[src/rtl/alu_req_arbiter.sv]
// Two-requester round-robin front end for a single shared ALU.
// It issues one command at a time, holds the ALU inputs for the command's latency and returns a one-cycle response.
module alu_req_arbiter #(
   parameter int WIDTH     = 8,
   parameter int CMD_W     = 4,
   parameter int LAT       = 1,
   parameter int MUL_LAT   = 2,
   parameter int MUL_CMD_A = 9,
   parameter int MUL_CMD_B = 10
) (
   input  logic               CLK,
   input  logic               RST,
   input  logic [1:0]         REQ_VALID,
   output logic [1:0]         REQ_READY,
   input  logic [WIDTH-1:0]   REQ0_OPA,
   input  logic [WIDTH-1:0]   REQ1_OPA,
   input  logic [WIDTH-1:0]   REQ0_OPB,
   input  logic [WIDTH-1:0]   REQ1_OPB,
   input  logic [CMD_W-1:0]   REQ0_CMD,
   input  logic [CMD_W-1:0]   REQ1_CMD,
   input  logic [1:0]         REQ_MODE,
   input  logic [1:0]         REQ_CIN,
   output logic [1:0]         RSP_VALID,
   output logic [2*WIDTH-1:0] RSP_RES,
   output logic [5:0]         RSP_FLAGS,
   output logic [WIDTH-1:0]   ALU_OPA,
   output logic [WIDTH-1:0]   ALU_OPB,
   output logic [CMD_W-1:0]   ALU_CMD,
   output logic               ALU_MODE,
   output logic               ALU_CIN,
   output logic               ALU_CE,
   output logic [1:0]         ALU_INP_VALID,
   input  logic [2*WIDTH-1:0] ALU_RES,
   input  logic [5:0]         ALU_FLAGS
);

   localparam int MAX_LAT = (MUL_LAT > LAT) ? MUL_LAT : LAT;
   localparam int CNT_W   = $clog2(MAX_LAT + 1);

   typedef enum logic [1:0] {
      ST_IDLE  = 2'd0,
      ST_ISSUE = 2'd1,
      ST_WAIT  = 2'd2
   } state_t;

   state_t             state_r;
   state_t             next_state_s;
   logic [CNT_W-1:0]   cnt_r;
   logic               last_grant_r;
   logic               owner_r;
   logic               grant_id_s;
   logic [1:0]         req_ready_s;
   logic               accept_s;
   logic               capture_s;
   logic [WIDTH-1:0]   sel_opa_s;
   logic [WIDTH-1:0]   sel_opb_s;
   logic [CMD_W-1:0]   sel_cmd_s;
   logic               sel_mode_s;
   logic               sel_cin_s;

   function automatic logic is_mul_cmd(input logic mode, input logic [CMD_W-1:0] cmd);
      return mode && ((cmd == CMD_W'(MUL_CMD_A)) || (cmd == CMD_W'(MUL_CMD_B)));
   endfunction

   // Arbitration, next-state decode and request field selection.
   always_comb begin
      next_state_s = state_r;
      grant_id_s   = 1'b0;
      req_ready_s  = 2'b00;
      accept_s     = 1'b0;
      capture_s    = 1'b0;
      case (state_r)
         ST_IDLE: begin
            // On a tie the requester that did not win last time goes first.
            if (REQ_VALID == 2'b11) begin
               grant_id_s = ~last_grant_r;
            end else if (REQ_VALID == 2'b10) begin
               grant_id_s = 1'b1;
            end else begin
               grant_id_s = 1'b0;
            end
            if (REQ_VALID != 2'b00) begin
               req_ready_s  = grant_id_s ? 2'b10 : 2'b01;
               accept_s     = 1'b1;
               next_state_s = ST_ISSUE;
            end else begin
               next_state_s = ST_IDLE;
            end
         end
         ST_ISSUE: begin
            next_state_s = ST_WAIT;
         end
         ST_WAIT: begin
            if (cnt_r == CNT_W'(1)) begin
               capture_s    = 1'b1;
               next_state_s = ST_IDLE;
            end else begin
               next_state_s = ST_WAIT;
            end
         end
         default: begin
            next_state_s = ST_IDLE;
         end
      endcase
      sel_opa_s  = grant_id_s ? REQ1_OPA : REQ0_OPA;
      sel_opb_s  = grant_id_s ? REQ1_OPB : REQ0_OPB;
      sel_cmd_s  = grant_id_s ? REQ1_CMD : REQ0_CMD;
      sel_mode_s = REQ_MODE[grant_id_s];
      sel_cin_s  = REQ_CIN[grant_id_s];
   end

   // Ready must read 0 while reset is asserted even though state already reads IDLE.
   assign REQ_READY = RST ? req_ready_s : 2'b00;

   // State, latency counter, ALU drive and response capture.
   always_ff @(posedge CLK or negedge RST) begin
      if (!RST) begin
         state_r       <= ST_IDLE;
         cnt_r         <= '0;
         last_grant_r  <= 1'b1;
         owner_r       <= 1'b0;
         RSP_VALID     <= 2'b00;
         RSP_RES       <= '0;
         RSP_FLAGS     <= 6'b000000;
         ALU_OPA       <= '0;
         ALU_OPB       <= '0;
         ALU_CMD       <= '0;
         ALU_MODE      <= 1'b0;
         ALU_CIN       <= 1'b0;
         ALU_CE        <= 1'b0;
         ALU_INP_VALID <= 2'b00;
      end else begin
         state_r   <= next_state_s;
         RSP_VALID <= 2'b00;
         if (accept_s) begin
            ALU_OPA       <= sel_opa_s;
            ALU_OPB       <= sel_opb_s;
            ALU_CMD       <= sel_cmd_s;
            ALU_MODE      <= sel_mode_s;
            ALU_CIN       <= sel_cin_s;
            ALU_CE        <= 1'b1;
            ALU_INP_VALID <= 2'b11;
            owner_r       <= grant_id_s;
            last_grant_r  <= grant_id_s;
         end else if (state_r == ST_ISSUE) begin
            cnt_r <= is_mul_cmd(ALU_MODE, ALU_CMD) ? CNT_W'(MUL_LAT) : CNT_W'(LAT);
         end else if (capture_s) begin
            RSP_RES       <= ALU_RES;
            RSP_FLAGS     <= ALU_FLAGS;
            RSP_VALID     <= owner_r ? 2'b10 : 2'b01;
            ALU_CE        <= 1'b0;
            ALU_INP_VALID <= 2'b00;
            cnt_r         <= '0;
         end else if (state_r == ST_WAIT) begin
            cnt_r <= cnt_r - CNT_W'(1);
         end
      end
   end

endmodule

[config.mk]
export PLATFORM = sky130hd
export DESIGN_NAME = alu_req_arbiter
export DESIGN_NICKNAME = d
export VERILOG_FILES = /design/src/rtl/alu_req_arbiter.sv
export SDC_FILE = /design/constraint.sdc
export NUM_CORES = 1
export LEC_CHECK = 0
export ABC_AREA = 1
export CAP_MARGIN = 40
export CELL_PAD_IN_SITES_DETAIL_PLACEMENT = 1
export CELL_PAD_IN_SITES_GLOBAL_PLACEMENT = 1
export CORE_ASPECT_RATIO = 0.7
export CORE_MARGIN = 3
export CORE_UTILIZATION = 49
export CTS_BUF_LIST = sky130_fd_sc_hd__clkbuf_4
export DETAILED_ROUTE_END_ITERATION = 12
export DONT_BUFFER_PORTS = 1
export PLACE_DENSITY_LB_ADDON = 0.15
export SLEW_MARGIN = 20
export SYNTH_ARGS = -nofsm -noshare
export SYNTH_HDL_FRONTEND = slang
export SYNTH_SLANG_ARGS = --single-unit
[constraint.sdc]
create_clock -name CLK -period 4.6 [get_ports CLK]
set_clock_uncertainty 0.2 [all_clocks]
set_input_delay 0.69 -clock CLK [delete_from_list [all_inputs] [get_ports CLK]]
set_output_delay 0.69 -clock CLK [all_outputs]
set_load 0.01 [all_outputs]
==> GITHUB_STEP_SUMMARY <==
## PnR job results

| Metric | Value |
|---|---|
| RSZ-0062 raised after global routing | no |
| Nets | 371 |
| Max stage delay on crit path | about 0.47 ns |
| Tapcells inserted | around 66 |
| Maximum vdd drop | 0.286 mV |
| Most common library cells after synthesis | 127 x nand2_1, 52 x dfrtp_1, 32 x inv_1, 22 x nand3_1, 22 x o211ai_1 |
| Cts repair resizes | 0 |
| XOR-XNOR Cells, Area Fraction | 0% |
| Cell Chain, Critical Path | inv_1, ha_1, nand3_2, nor2_1 |
| Yosys top cell by area | dfrtp_1 |
| Vias per cell | 5.33 |
| Clock buf count | 5 |
| Syn_nets | approximately 380 |
| Clk sinks | 53 |
| Yosys Chip Area | 2470 µm² |
| Largest net degree at the start of global routing | about 54 |
| Post-route cell area | about 2600 µm² |
| Via Count | 1,928 |
| DP Cell Count | 350 |
| Die width | ~90 µm |
| P_seq | 0.937 mW |
| Maxcap violations | 0 |
| Synthesized area per cell | approximately 8.2 µm² |
| Max Freq | approximately 0.34 GHz |
| ANT cells | 0 |
| Largest regs | RSP_RES: 16 flops, ALU_OPA: 8 flops, ALU_OPB: 8 flops |
| Synth cell types | 17 |
| GPL Wtd Cong | around 0.76 |
| Core area | about 4600 µm² |
| Largest register by flop count | RSP_RES |
| Deepest clock path buffer count | 2 |
| Most used logic cell in the final layout | nand2_1 |
| Worst Path Max Fanout | 25 |
| Fill cells | between 500 and 600 |
| Congestion Overflow GR | 0 |
| Worst setup margin | between 1.5 and 2 ns |
| Count of non-CTS inverters in the layout | 33 |
| MUX share of area | 0% |
| Placed wire-length estimate | around 4500 µm |
| # DRC | 0 |
| Layout area overhead | 5.77% |
| Period Utilization, post-route | 64.1% |
| Arrival @ worst endpoint | roughly 2.1 ns |
| Row cnt | 20 |
| Asr flop ratio synth | 100% |
| Final TNS setup | 0 ns |
| Status | complete, no violations |
| Combinational power share | ~33% |
| CP Launch Type | flop |
| Main logic family | simple AND/OR/NAND/NOR gates |
util_map.png
Drawn at 4 px/µm. The die is cut into 9 by 7 equal tiles; black is low, pale yellow is high, 0 to 100% covered.
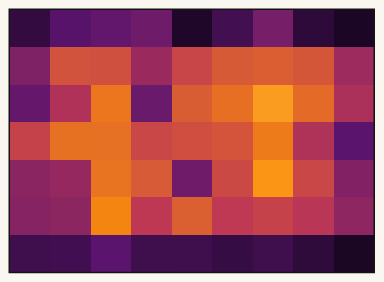
tiles over 75% full: 3.2%
fullest tile: 79%
mean over tiles: 43%

class_map.png
Drawn at 3 px/µm.
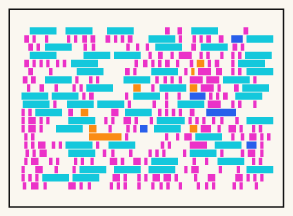
legend:
  orange:
    class: clock drivers and dummy loads
    cells: 8
    share_of_their_area: 3.1%
  cyan:
    class: sequential cells
    cells: 53
    share_of_their_area: 52%
  blue:
    class: remaining buffers and delay cells
    cells: 5
    share_of_their_area: 2.8%
  magenta:
    class: remaining logic cells
    cells: 230
    share_of_their_area: 42%

No activity file was given, so power comes from the tool's default toggle rates.
